**config.mk**
```make
export PLATFORM = sky130hd
export DESIGN_NAME = sensor_filter
export DESIGN_NICKNAME = d
export VERILOG_FILES = /design/src/rtl/sensor_filter.sv
export SDC_FILE = /design/constraint.sdc
export NUM_CORES = 1
export LEC_CHECK = 0
export ABC_AREA = 1
export CAP_MARGIN = 40
export CELL_PAD_IN_SITES_DETAIL_PLACEMENT = 0
export CELL_PAD_IN_SITES_GLOBAL_PLACEMENT = 2
export CORE_MARGIN = 8
export CORE_UTILIZATION = 34
export CTS_CLUSTER_SIZE = 20
export DETAILED_ROUTE_END_ITERATION = 7
export PLACE_DENSITY_LB_ADDON = 0.1
export REMOVE_ABC_BUFFERS = 1
export SYNTH_ARGS = -nofsm -noshare
export SYNTH_HDL_FRONTEND = slang
export SYNTH_SLANG_ARGS = --single-unit
```
**constraint.sdc**
```tcl
create_clock -name clk -period 2.3 [get_ports clk]
set_clock_uncertainty 0.15 [all_clocks]
set_input_delay 0.23 -clock clk [delete_from_list [all_inputs] [get_ports clk]]
set_output_delay 0.23 -clock clk [all_outputs]
set_load 0.005 [all_outputs]
```
**src/rtl/sensor_filter.sv**
```systemverilog
// Four-channel sensor debounce filter: 2-flop sync, stability counter, per-channel
// 8-deep change history and min/max tracking.
module sensor_filter #(
  parameter int unsigned STABLE_CYCLES = 100000,
  parameter int unsigned HIST_DEPTH    = 8
) (
  input  logic       clk,
  input  logic       rst,
  input  logic       en,
  input  logic [7:0] sensor_raw,
  input  logic       stats_clr,
  input  logic [1:0] hist_ch,
  input  logic [2:0] hist_idx,
  output logic [7:0] filtered,
  output logic [3:0] update,
  output logic [7:0] min_lvl,
  output logic [7:0] max_lvl,
  output logic [1:0] hist_data,
  output logic [3:0] hist_full
);

  localparam int unsigned CntW = (STABLE_CYCLES > 1) ? $clog2(STABLE_CYCLES) : 1;
  localparam int unsigned PtrW = $clog2(HIST_DEPTH);
  localparam logic [CntW-1:0] CntMax  = CntW'(STABLE_CYCLES - 1);
  localparam logic [PtrW:0]   WcntMax = (PtrW + 1)'(HIST_DEPTH);
  localparam logic [1:0]      LvlRst  = 2'b10;

  logic [1:0]      s1_q   [4];
  logic [1:0]      s2_q   [4];
  logic [1:0]      cand_q [4];
  logic [1:0]      filt_q [4];
  logic [1:0]      min_q  [4];
  logic [1:0]      max_q  [4];
  logic [CntW-1:0] cnt_q  [4];
  logic [1:0]      hist_q [4][HIST_DEPTH];
  logic [PtrW-1:0] wptr_q [4];
  logic [PtrW:0]   wcnt_q [4];
  logic [3:0]      upd_q;
  logic [3:0]      accept;
  logic [PtrW-1:0] rd_ptr;

  // A channel accepts only once its candidate has been stable for the full count
  // and actually differs from what is already published.
  always_comb begin
    accept = '0;
    for (int n = 0; n < 4; n++) begin
      accept[n] = en && (s2_q[n] == cand_q[n]) && (cnt_q[n] == CntMax) &&
                  (cand_q[n] != filt_q[n]);
    end
  end

  always_ff @(posedge clk) begin
    if (rst) begin
      upd_q <= '0;
      for (int n = 0; n < 4; n++) begin
        s1_q[n]   <= LvlRst;
        s2_q[n]   <= LvlRst;
        cand_q[n] <= LvlRst;
        filt_q[n] <= LvlRst;
        min_q[n]  <= LvlRst;
        max_q[n]  <= LvlRst;
        cnt_q[n]  <= '0;
        wptr_q[n] <= '0;
        wcnt_q[n] <= '0;
        for (int k = 0; k < int'(HIST_DEPTH); k++) begin
          hist_q[n][k] <= LvlRst;
        end
      end
    end else begin
      upd_q <= accept;
      for (int n = 0; n < 4; n++) begin
        s1_q[n] <= sensor_raw[2*n +: 2];
        s2_q[n] <= s1_q[n];
        if (en) begin
          if (s2_q[n] != cand_q[n]) begin
            cand_q[n] <= s2_q[n];
            cnt_q[n]  <= '0;
          end else if (cnt_q[n] != CntMax) begin
            cnt_q[n] <= cnt_q[n] + 1'b1;
          end
        end
        if (accept[n]) begin
          filt_q[n]            <= cand_q[n];
          hist_q[n][wptr_q[n]] <= cand_q[n];
          wptr_q[n]            <= wptr_q[n] + 1'b1;
          if (wcnt_q[n] != WcntMax) wcnt_q[n] <= wcnt_q[n] + 1'b1;
        end
        // A clear coinciding with an update collapses the range onto the new value.
        if (stats_clr) begin
          min_q[n] <= accept[n] ? cand_q[n] : filt_q[n];
          max_q[n] <= accept[n] ? cand_q[n] : filt_q[n];
        end else if (accept[n]) begin
          if (cand_q[n] < min_q[n]) min_q[n] <= cand_q[n];
          if (cand_q[n] > max_q[n]) max_q[n] <= cand_q[n];
        end
      end
    end
  end

  always_comb begin
    filtered  = '0;
    min_lvl   = '0;
    max_lvl   = '0;
    hist_full = '0;
    for (int n = 0; n < 4; n++) begin
      filtered[2*n +: 2] = filt_q[n];
      min_lvl[2*n +: 2]  = min_q[n];
      max_lvl[2*n +: 2]  = max_q[n];
      hist_full[n]       = (wcnt_q[n] == WcntMax);
    end
  end

  assign update    = upd_q;
  assign rd_ptr    = wptr_q[hist_ch] - PtrW'(1) - PtrW'(hist_idx);
  assign hist_data = hist_q[hist_ch][rd_ptr];

endmodule

```
util_map.png
Drawn at 2 px/micron. 20 x 20 tiles, from black (low) to pale yellow (high), 0 to 100% covered.
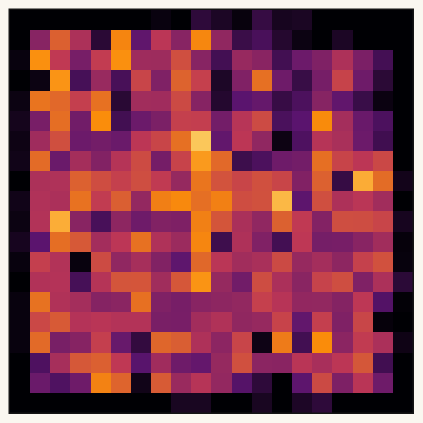
2.5% of the tiles are over 75% full. The emptiest ninth of the die: north-east. 13% of the tiles are nearly empty. The mean over all tiles is 35%. The densest ninth of the die: center.

layers.png
Drawn at 1.5 px/micron.
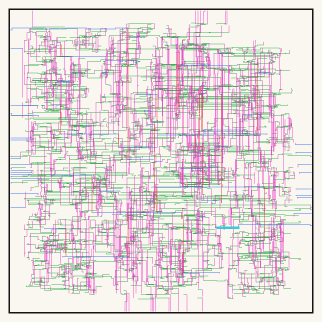
Cyan is M5, wire length 13.8 microns. Blue is M3, wire length 1110 microns. Red is M4, wire length 704 microns. Green is M1, wire length 14600 microns. Magenta is M2, wire length 14200 microns.

==> run summary <==
impl run done, here's what came out: status finished, violations left, failing checks setup timing, Reg2Reg Depth 12, Clk Tree Root Cell clkbuf_16, CTS Buf Count 26, logic share of the area about a third, Final Setup Violations 2, clk_buf instances 30, Seq share, synth 50.2%, switching part of the total a little under a quarter, Place WS -1080 ps, area occupied by registers slightly below 0.006 sq mm, final setup margin -665 ps, Core Util at FP 34.1%, die height 201 microns, post-layout min period around 3000 ps, TritonRoute pass-1 iters 4, min-delay src sensor_raw[0], CTS tree done, CTS Hold Bufs 1
pinout.png
Drawn at 2 px/micron. Pins as bars across the die edge, other pins in gray.
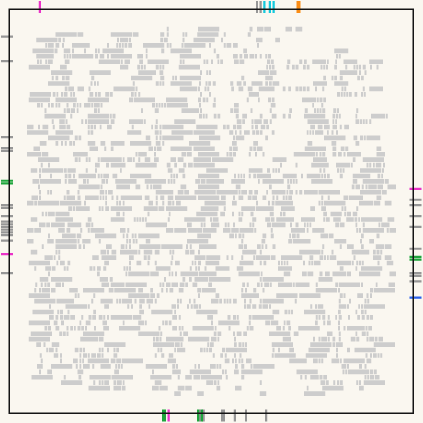
Orange is hist_ch, pins 2, direction input, edge north. Blue is en, pins 1, direction input, edge east. Cyan is hist_idx, pins 3, direction input, edge north. Magenta is hist_full, pins 4, direction output, edge 1 north, 1 west, 1 east, 1 south. Green is max_lvl, pins 8, direction output, edge 4 south, 2 west, 2 east.
All pins by edge: 19 west, 12 east, 12 south, 8 north.

[kinds of logic after synthesis]
kind of cell             count (synthesis)  synth area share, %
buffers and inverters                  231                 7.95
multiplexers                             2                0.171
flip-flops                             212                 50.2
adder cells (fa/ha/maj)                 30                 3.28
XOR/XNOR                                37                 2.84
AND/OR/NAND/NOR                        693                 28.1
AND-OR/OR-AND                          158                 7.46
[sequential cells by signal, summed over array words and instances (netlist names)]
| register | count |
|---|---|
| cand_q | 8 |
| cnt_q | 68 |
| filt_q | 8 |
| hist_q | 64 |
| max_q | 8 |
| min_q | 8 |
| s1_q | 8 |
| s2_q | 8 |
| update | 4 |
| wcnt_q | 16 |
| wptr_q | 12 |
